**src/rtl/codes.sv**
```systemverilog
// Shared type and helper definitions for the core's load/store bus port.
package codes;

  typedef enum logic [1:0] {
    BYTE  = 2'd0,
    HALF  = 2'd1,
    WORD  = 2'd2,
    DWORD = 2'd3
  } access_size_t;

  typedef enum logic [1:0] {
    IDLE   = 2'd0,
    ACCESS = 2'd1,
    RESP   = 2'd2
  } mem_state_t;

  function automatic logic [3:0] size_bytes(input access_size_t sz);
    return 4'd1 << sz;
  endfunction

endpackage

```
**src/rtl/mem_lane_align.sv**
```systemverilog
// Combinational lane steering: byte enables, store data shift, load extract and extend.
module mem_lane_align
  import codes::*;
#(
  parameter int DATA_W = 32,
  localparam int BE_W  = DATA_W / 8,
  localparam int OFF_W = $clog2(BE_W)
) (
  input  logic [1:0]        size_i,
  input  logic [OFF_W-1:0]  off_i,
  input  logic              signed_i,
  input  logic [DATA_W-1:0] wdata_i,
  input  logic [DATA_W-1:0] rdata_i,
  output logic              legal_o,
  output logic [BE_W-1:0]   be_o,
  output logic [DATA_W-1:0] wdata_o,
  output logic [DATA_W-1:0] rdata_o
);

  access_size_t      size;
  logic [3:0]        nbytes;
  logic [OFF_W-1:0]  align_mask;
  logic [OFF_W+2:0]  bit_shift;
  logic [BE_W-1:0]   lane_mask;
  logic [DATA_W-1:0] data_mask;
  logic [DATA_W-1:0] rd_shift;
  logic              sign_bit;

  assign size       = access_size_t'(size_i);
  assign nbytes     = size_bytes(size);
  assign align_mask = OFF_W'(nbytes - 4'd1);
  assign bit_shift  = {off_i, 3'b000};

  always_comb begin
    lane_mask = '0;
    for (int i = 0; i < BE_W; i++) lane_mask[i] = (i < int'(nbytes));
  end

  always_comb begin
    data_mask = '0;
    for (int i = 0; i < BE_W; i++) data_mask[8*i +: 8] = {8{lane_mask[i]}};
  end

  // DWORD only exists when the bus is wide enough to carry it in one beat.
  assign legal_o = ((size != DWORD) || (DATA_W == 64)) && ((off_i & align_mask) == '0);
  assign be_o    = lane_mask << off_i;
  assign wdata_o = (wdata_i & data_mask) << bit_shift;

  assign rd_shift = rdata_i >> bit_shift;

  always_comb begin
    case (size)
      BYTE:    sign_bit = rd_shift[7];
      HALF:    sign_bit = rd_shift[15];
      WORD:    sign_bit = rd_shift[31];
      default: sign_bit = rd_shift[DATA_W-1];
    endcase
  end

  assign rdata_o = (rd_shift & data_mask) | (~data_mask & {DATA_W{signed_i & sign_bit}});

endmodule

```
**src/rtl/avalon_mem_port.sv**
```systemverilog
// Load/store port between the core control FSM and an Avalon-MM master; stalls the core via busy_o.
module avalon_mem_port
  import codes::*;
#(
  parameter int DATA_W  = 32,
  parameter int ADDR_W  = 32,
  parameter int TIMEOUT = 0
) (
  input  logic                clk,
  input  logic                reset_i,
  input  logic                req_i,
  input  logic                we_i,
  input  logic [1:0]          size_i,
  input  logic                signed_i,
  input  logic [ADDR_W-1:0]   addr_i,
  input  logic [DATA_W-1:0]   wdata_i,
  output logic                busy_o,
  output logic                done_o,
  output logic                err_o,
  output logic [DATA_W-1:0]   rdata_o,
  output logic [1:0]          state_o,
  output logic [ADDR_W-1:0]   address,
  output logic                read,
  output logic                write,
  input  logic                waitrequest,
  output logic [DATA_W-1:0]   writedata,
  output logic [DATA_W/8-1:0] byteenable,
  input  logic [DATA_W-1:0]   readdata
);

  localparam int BE_W  = DATA_W / 8;
  localparam int OFF_W = $clog2(BE_W);

  mem_state_t        state_q, state_d;
  logic              we_q, we_d;
  logic              signed_q, signed_d;
  logic [1:0]        size_q, size_d;
  logic [OFF_W-1:0]  off_q, off_d;
  logic [ADDR_W-1:0] addr_q, addr_d;
  logic              read_q, read_d;
  logic              write_q, write_d;
  logic [DATA_W-1:0] wdata_q, wdata_d;
  logic [BE_W-1:0]   be_q, be_d;
  logic [DATA_W-1:0] rdata_q, rdata_d;
  logic              err_q, err_d;
  logic [31:0]       wait_cnt_q, wait_cnt_d;

  logic              idle;
  logic [1:0]        lane_size;
  logic [OFF_W-1:0]  lane_off;
  logic              lane_signed;
  logic              lane_legal;
  logic [BE_W-1:0]   lane_be;
  logic [DATA_W-1:0] lane_wdata;
  logic [DATA_W-1:0] lane_rdata;

  // The aligner sees the live request while idle and the captured one afterwards.
  assign idle        = (state_q == IDLE);
  assign lane_size   = idle ? size_i : size_q;
  assign lane_off    = idle ? addr_i[OFF_W-1:0] : off_q;
  assign lane_signed = idle ? signed_i : signed_q;

  mem_lane_align #(.DATA_W(DATA_W)) u_align (
    .size_i   (lane_size),
    .off_i    (lane_off),
    .signed_i (lane_signed),
    .wdata_i  (wdata_i),
    .rdata_i  (readdata),
    .legal_o  (lane_legal),
    .be_o     (lane_be),
    .wdata_o  (lane_wdata),
    .rdata_o  (lane_rdata)
  );

  always_comb begin
    state_d    = state_q;
    we_d       = we_q;
    signed_d   = signed_q;
    size_d     = size_q;
    off_d      = off_q;
    addr_d     = addr_q;
    read_d     = read_q;
    write_d    = write_q;
    wdata_d    = wdata_q;
    be_d       = be_q;
    rdata_d    = rdata_q;
    err_d      = 1'b0;
    wait_cnt_d = wait_cnt_q;
    case (state_q)
      IDLE: begin
        if (req_i) begin
          if (lane_legal) begin
            state_d    = ACCESS;
            we_d       = we_i;
            signed_d   = signed_i;
            size_d     = size_i;
            off_d      = addr_i[OFF_W-1:0];
            addr_d     = {addr_i[ADDR_W-1:OFF_W], {OFF_W{1'b0}}};
            read_d     = ~we_i;
            write_d    = we_i;
            wdata_d    = lane_wdata;
            be_d       = lane_be;
            wait_cnt_d = '0;
          end else begin
            state_d = RESP;
            err_d   = 1'b1;
          end
        end
      end
      ACCESS: begin
        if (!waitrequest) begin
          state_d = RESP;
          read_d  = 1'b0;
          write_d = 1'b0;
          if (!we_q) rdata_d = lane_rdata;
        end else begin
          wait_cnt_d = wait_cnt_q + 32'd1;
          if ((TIMEOUT != 0) && (wait_cnt_d == 32'(TIMEOUT))) begin
            state_d = RESP;
            read_d  = 1'b0;
            write_d = 1'b0;
            err_d   = 1'b1;
          end
        end
      end
      default: begin
        state_d = IDLE;
      end
    endcase
  end

  always_ff @(posedge clk or negedge reset_i) begin
    if (!reset_i) begin
      state_q    <= IDLE;
      we_q       <= 1'b0;
      signed_q   <= 1'b0;
      size_q     <= '0;
      off_q      <= '0;
      addr_q     <= '0;
      read_q     <= 1'b0;
      write_q    <= 1'b0;
      wdata_q    <= '0;
      be_q       <= '0;
      rdata_q    <= '0;
      err_q      <= 1'b0;
      wait_cnt_q <= '0;
    end else begin
      state_q    <= state_d;
      we_q       <= we_d;
      signed_q   <= signed_d;
      size_q     <= size_d;
      off_q      <= off_d;
      addr_q     <= addr_d;
      read_q     <= read_d;
      write_q    <= write_d;
      wdata_q    <= wdata_d;
      be_q       <= be_d;
      rdata_q    <= rdata_d;
      err_q      <= err_d;
      wait_cnt_q <= wait_cnt_d;
    end
  end

  assign busy_o     = (state_q != IDLE);
  assign done_o     = (state_q == RESP);
  assign err_o      = err_q;
  assign rdata_o    = rdata_q;
  assign state_o    = state_q;
  assign address    = addr_q;
  assign read       = read_q;
  assign write      = write_q;
  assign writedata  = wdata_q;
  assign byteenable = be_q;

endmodule
```
**config.mk**
```make
export PLATFORM = sky130hd
export DESIGN_NAME = avalon_mem_port
export DESIGN_NICKNAME = d
export VERILOG_FILES = /design/src/rtl/codes.sv /design/src/rtl/mem_lane_align.sv /design/src/rtl/avalon_mem_port.sv
export SDC_FILE = /design/constraint.sdc
export NUM_CORES = 1
export LEC_CHECK = 0
export ABC_AREA = 1
export CAP_MARGIN = 20
export CORE_UTILIZATION = 50
export CTS_CLUSTER_SIZE = 24
export DETAILED_ROUTE_END_ITERATION = 16
export DONT_BUFFER_PORTS = 1
export GPL_TIMING_DRIVEN = 1
export HOLD_SLACK_MARGIN = 0.12
export PLACE_DENSITY = 0.67
export SLEW_MARGIN = 10
export SYNTH_ARGS = -nofsm -noshare
export SYNTH_HDL_FRONTEND = slang
export SYNTH_HIERARCHICAL = 1
export SYNTH_SLANG_ARGS = --single-unit
```
**constraint.sdc**
```tcl
create_clock -name clk -period 4.4 [get_ports clk]
set_input_delay 1.1 -clock clk [delete_from_list [all_inputs] [get_ports clk]]
set_output_delay 1.1 -clock clk [all_outputs]
set_load 0.005 [all_outputs]
```
==> results.toml, run 1 <==
# flow metrics
[place]
portBuffers = 0
numPlacedInstances = 889
gp_congestion = 0.918
dp_slack_ns = 0.551
place_hpwl_um = 10600
dpl_cell_area_sq_um = 5730

[sta]
tns_ns = 0
hold_violations = 0
drv_slew = 0
min_period_ns = 3.65
finClkSkew_ns = 0.00886
slew_headroom = 0.529
worst_slew_pin_slew_ns = 0.706
setup_ws_ns = 0.751
hold_slack_ns = 0.434
clock.fmax_mhz = 274
fin_crit_sh = 0.829
setup_viol = 0
rsz0062_at_grt = "no"

[pwr]
swShare = 0.475
pg_comb_mw = 2.23
p_comb_frac = 0.462
p_switching_mw = 2.30
seqPwrFrac = 0.369
max-vdd-ir-drop_v = 0.000341
p_total_mw = 4.83
p_leak_nw = 3.23
p_seq_mw = 1.78
power_density_nw_per_um2 = 799
clock_power_share = 0.169
top_power_group = "combinational logic"
internal_power_mw = 2.54

[clocking]
cts_tree = "built"
htree_levels = 3
post_cts_buffers = 0
cts_buffers = 9
cts.sinks = 109
cts_root_buf = "clkbuf_16"
cts.repair.resized = 0
clock_path_buffers = 2
cts.clk_slew.worst_paths_ns = 0.08
hold_buffers = 0

[synthesis]
logic_family = "simple AND/OR/NAND/NOR gates"
yosysChipArea_sq_um = 5730
synth.cellmix.simpleShare = 0.286
ys_cells = 786
yosys_warnings = 6
ys_sh_mux = 0.00175
synth_cells = 786
syn_area_sq_um = 5730
ys_types = 29
adder_share = 0.00218
syn-mean-instance-area_sq_um = 7.29
ys_sh_aoi = 0.134
ys_seq_frac = 0.476
synth-xor-area-share = 0
ys.flops = 109

[cells_and_area]
finalInstanceArea_sq_um = 6050
post-route-util = 0.550
layout_top_cell = "nand2_1"
final_cell_count_no_fill = 906
drive_gt1_frac = 0.0731
lay_top_cells = "338 x nand2_1, 109 x dfrtp_1, 98 x o21ai_0"
num_antenna_cells = 0
nFillCells = 1071
nNetsFinal = 866
area_growth_pct = 5.50

[setup_path]
ff2ff_path_depth = 14
regToRegEndpoint = "address[21]"
worstSetupPathType = "reg2reg"
timing.rr.start = "state_o[0]"
critPathBufInv = 5
endpoint_kind = "flop"
crit_path_max_fanout = 31
cpMostUsedCell = "inv_1"
cp-endpoint = "address[21]"
critPathSlowestCell = "dfrtp_1"
cpPeakStageDelay_ns = 0.49
cp.required_ns = 4.69
startpoint = "state_o[0]"
rrSetupSlack_ns = 0.75
start_kind = "flop"
cp_top_family = "buffers and inverters"
cp.arrival_ns = 3.94
cp_cell_sequence = "nor2_4 > inv_1 > o21ai_0 > inv_1 > nor2_1 > inv_1 > ha_1 > o22ai_1 > a21oi_1 > nand3_4 > inv_2 > buf_4 > nand2_1 > nand2_1"
crit_cells = 14

[run]
max-cap-violations = 0
warnings = 28

[floorplan]
dieArea_sq_um = 11900
num_io_pins = 211
placeableCoreArea_sq_um = 11000
dieWidth_um = 109
std_cell_rows = 38
die_h_um = 109
fp-utilization = 0.522

[global_routing]
grt_pass1_vias = 4812
grt_start_max_net_pins = 110
grt_pass1_wl_um = 23700
grt_usage = 0.260
grt_antenna_before_repair = 0
grt-ovfl-total = 0

[routing]
drtIter0Drc = 483
routed_wl_um = 15300
avgRoutedWirePerCell_um = 16.9
vias = 4945
routed_via_density = 5.46
ant_nets = 0
dr.pass1.iters = 6
drc = 0

[outcome]
status = "finished, final reports clean"

[hold_path]
min_path_type = "in2async"
-- run 1: layer usage --
| layer | wire (um) | GRT usage | vias to the layer above |
|---|---|---|---|
| li1 | - | - | 2392 |
| met1 | 5940 | 0.308 | 2278 |
| met5 | 0 | 0 | - |
| met4 | 537 | 0.141 | 0 |
| met3 | 1520 | 0.0675 | 37 |
| met2 | 7300 | 0.429 | 238 |
-- run 1: registers in the layout (all words and copies together) (netlist names) --
signal / flops
write: 1
rdata_o: 32
we_q: 1
state_o: 2
address: 30
read: 1
err_o: 1
off_q: 2
writedata: 32
byteenable: 4
signed_q: 1
size_q: 2
-- run 1: cells in the mapped netlist --
master    count  area (sq um)
nand2_1     338          1270
dfrtp_1     109          2730
o21ai_0     101           505
inv_1        79           297
nand3_1      22           110
nor2_1       22          82.6
clkbuf_1     18          67.6
o22ai_1      17           106
a21oi_1      14          70.1
buf_2        13          65.1
buf_4        10          75.1
nand2_2       7          43.8
nand3_2       6          60.1
o21ai_2       6          52.6
buf_6         4          45.0
inv_2         4          15.0
nand4_1       2          12.5
nor2_4        2          22.5
o21bai_1      2          15.0
a21oi_2       1          8.76
clkbuf_2      1          5.00
conb_1        1          3.75
ha_1          1          12.5
mux2i_1       1          10.0
nand2_4       1          11.3
nand3_4       1          17.5
o21a_1        1          7.51
or2_1         1          6.26
or2_2         1          6.26
-- run 1: area by class of cell --
class | count | area, sq um | share of cell area
inverters | 83 | 312 | 0.0515
flip-flops and latches | 109 | 2730 | 0.451
multi-input cells | 549 | 2450 | 0.406
repair buffers | 9 | 80.1 | 0.0132
well taps | 140 | 175 | 0.0290
clock inverters | 7 | 73.8 | 0.0122
clock buffers | 9 | 225 | 0.0373
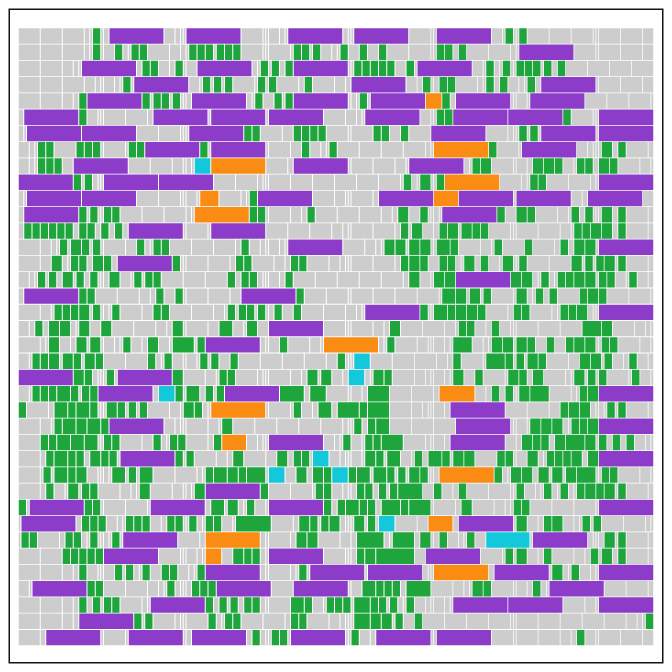
Figure 1: run 1, placement by cell class.
Fill, decap, tap and diode cells in grey.
Key: green = combinational and other logic [cells 632, share of their area 47%]; orange = clock drivers and dummy loads [cells 16, share of their area 5.1%]; purple = flops [cells 109, share of their area 46%]; cyan = other buffers and delay cells [cells 9, share of their area 1.4%]

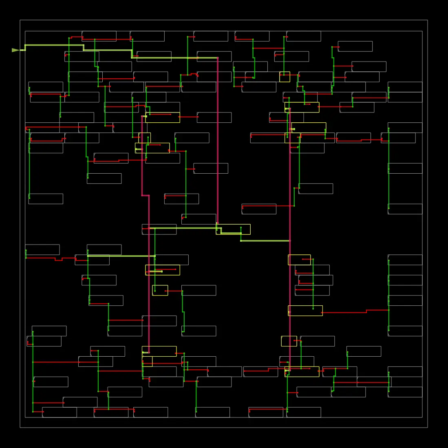
Figure 2: run 1, clock wiring as the flow saved it.
flop count: 109
Clk. pwr: 0.819 mW
worst skew pair latency: 0.35 ns
clkbuf count: 9

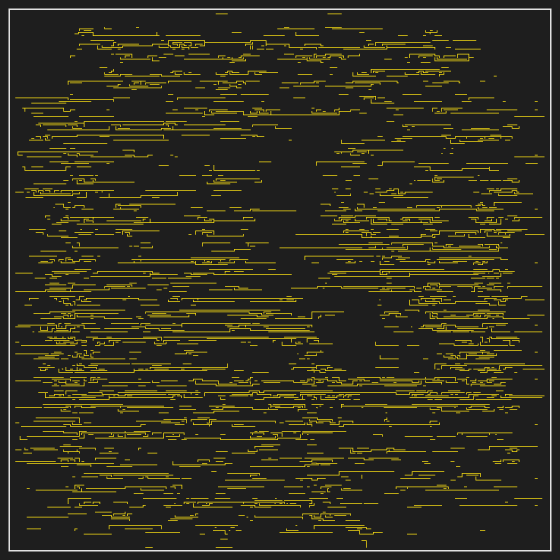
Figure 3: run 1, signal wires on met1.
The layer carries 5940 um of wire. The layer holds 39% of the routed length.

## Run 2: what changed since run 1
PLACE_DENSITY = 0.7   (was 0.67)
clock period = 3.33 ns   (was 4.4 ns; I/O delays follow)
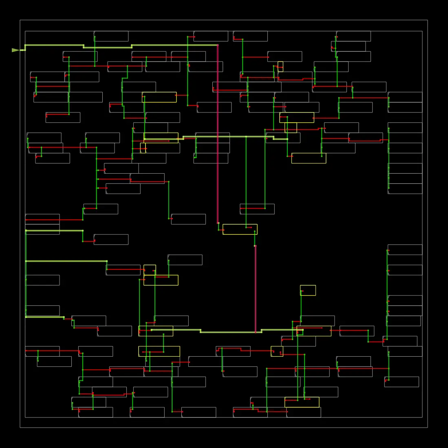
Figure 4: run 2, clock wiring as the flow saved it.
CTS buffer count: 9
Clk. pwr: 1.09 mW
worst skew pair latency: 0.34 ns

==> run 2 against run 1 <==
  * Area after synthesis stayed put
  * Largest power group unchanged
  * Critical path type unchanged
  * Register-to-register slack worse by 0.35 ns
  * Combinational power is 36% higher
  * Flip-flop count is the same
==> results.toml, run 2 <==
# flow metrics
[global_routing]
grt_antenna_before_repair = 0
grt_start_max_net_pins = 110
top_usage_layer = "met2"
grt_pass1_vias = 4776
groute.layer.met3.usage = 0.0711
use_met1 = 0.310
grt-ovfl-total = 0
grt_pass1_wl_um = 23400
grt_usage = 0.257

[synthesis]
ys_cells = 786
netlist.area_leader.share = 0.476
async_flop_share = 1.00
area_leaders = "dfrtp_1 48%, nand2_1 22%, o21ai_0 8.8%"
top_cell = "nand2_1"
ys_seq_frac = 0.476
synth_cells = 786
ys_types = 29
yosys_most_used_dff = "dfrtp_1"
syn-mean-instance-area_sq_um = 7.29
yosysTopAreaCell = "dfrtp_1"
yosys_warnings = 6
ys_top_cells_by_count = "338 x nand2_1, 109 x dfrtp_1, 101 x o21ai_0, 79 x inv_1"
synth-edff-count = 0

[clocking]
htree_levels = 3
cts.clk_slew.worst_paths_ns = 0.07
clock_path_buffers = 2
hold_buffers = 0
cts_root_buf = "clkbuf_16"
cts_tree = "built"
cts.sinks = 109
cts.repair.resized = 0
post_cts_buffers = 0

[sta]
min_period_ns = 2.93
rsz0062_at_grt = "no"
tns_ns = 0
clock.fmax_mhz = 342
drv_slew = 0
finClkSkew_ns = 0.00826
fin_crit_sh = 0.879
slew_headroom = 0.572
worst_slew_pin_slew_ns = 0.641
hold_violations = 0
setup_viol = 0
hold_slack_ns = 0.177

[setup_path]
startpoint = "state_o[0]"
cp.required_ns = 3.61
crit_cells = 14
critPathSlowestCell = "dfrtp_1"
cp_top_family = "buffers and inverters"
cp.arrival_ns = 3.21
worstSetupPathType = "reg2reg"
ff2ff_path_depth = 14
cp_cell_sequence = "nor2_4 > inv_1 > o21ai_0 > inv_1 > nor2_1 > inv_1 > ha_1 > o22ai_1 > a21oi_1 > nand3_4 > inv_2 > buf_12 > nand2_1 > nand2_1"
start_kind = "flop"
timing.rr.start = "state_o[0]"

[place]
dpl_cell_area_sq_um = 5800
numPlacedInstances = 895
place_hpwl_um = 10700
portBuffers = 0

[pwr]
clock_power_share = 0.168
top_power_group = "combinational logic"
internal_power_mw = 3.49
p_seq_mw = 2.35
swShare = 0.462
seqPwrFrac = 0.363
p_switching_mw = 2.99
p_comb_frac = 0.469
p_leak_nw = 3.27
power_density_nw_per_um2 = 1060

[routing]
drc = 0
vias = 5053
ant_nets = 0
met2_length_um = 7370
wl_met3_um = 1630
drtIter0Drc = 332
avgRoutedWirePerCell_um = 16.5
routed_wl_um = 15100
met1_length_um = 5730
top_layer = "met4"

[cells_and_area]
num_antenna_cells = 0
finalInstanceArea_sq_um = 6120
nNetsFinal = 872
final_cell_count_no_fill = 912
area_growth_pct = 6.75
drive_gt1_frac = 0.0777
lay_top_cells = "338 x nand2_1, 109 x dfrtp_1, 98 x o21ai_0"

[outcome]
status = "finished, final reports clean"

[floorplan]
dieWidth_um = 109
std_cell_rows = 38

[hold_path]
min_path_type = "in2async"

[run]
max-cap-violations = 0
warnings = 28
-- run 2: cell counts after synthesis --
No cell type changed its count.
-- run 2: cell type report --
| type | instances | area [sq um] |
|---|---|---|
| Fill cell | 1056 | 4870 |
| Sequential cell | 109 | 2730 |
| Multi-Input combinational cell | 549 | 2450 |
| Inverter | 83 | 312 |
| Clock buffer | 11 | 233 |
| Tap cell | 140 | 175 |
| Timing Repair Buffer | 15 | 150 |
| Clock inverter | 5 | 67.6 |
-- run 2: cells by family (layout without fill, tap and decap cells) --
group                    count (synthesis)  count (layout)  synth area share
adder cells (fa/ha/maj)                  1               1           0.00218
multiplexers                             1               1           0.00175
flip-flops                             109             109             0.476
AND/OR/NAND/NOR                        403             403             0.286
other                                    1               2          0.000654
AND-OR/OR-AND                          142             142             0.134
buffers and inverters                  129             114            0.0993
-- run 2: worst reg2reg max path, stage by stage (launching register included) --
cell and delay, ns:
dfrtp_1 0.49, nor2_4 0.17, inv_1 0.17, o21ai_0 0.33, inv_1 0.15, nor2_1 0.14, inv_1 0.06, ha_1 0.27
o22ai_1 0.08, a21oi_1 0.28, nand3_4 0.14, inv_2 0.15, buf_12 0.27, nand2_1 0.12, nand2_1 0.07
-- run 2: path summary, 6_finish.rpt --
path                                 to  slack [ns]
min reg2reg                        we_q        0.48
min in group clk                   we_q        0.48
max                        writedata[2]        0.40
max reg2reg                writedata[2]        0.40
max in group asynchronous   rdata_o[20]        2.95
min                         rdata_o[28]        0.18
-- run 2: metrics by stage --
step                      utilization  power [mW]  setup WS [ns]
after detailed placement        0.528        5.39          0.364
after CTS                       0.555        6.49          0.389
after global placement          0.528        5.29          0.418
final                           0.557        6.48          0.402
after global routing            0.557        7.07          0.111
after floorplan                     -        4.66          0.457
Power is estimated from default activity; no workload was simulated.
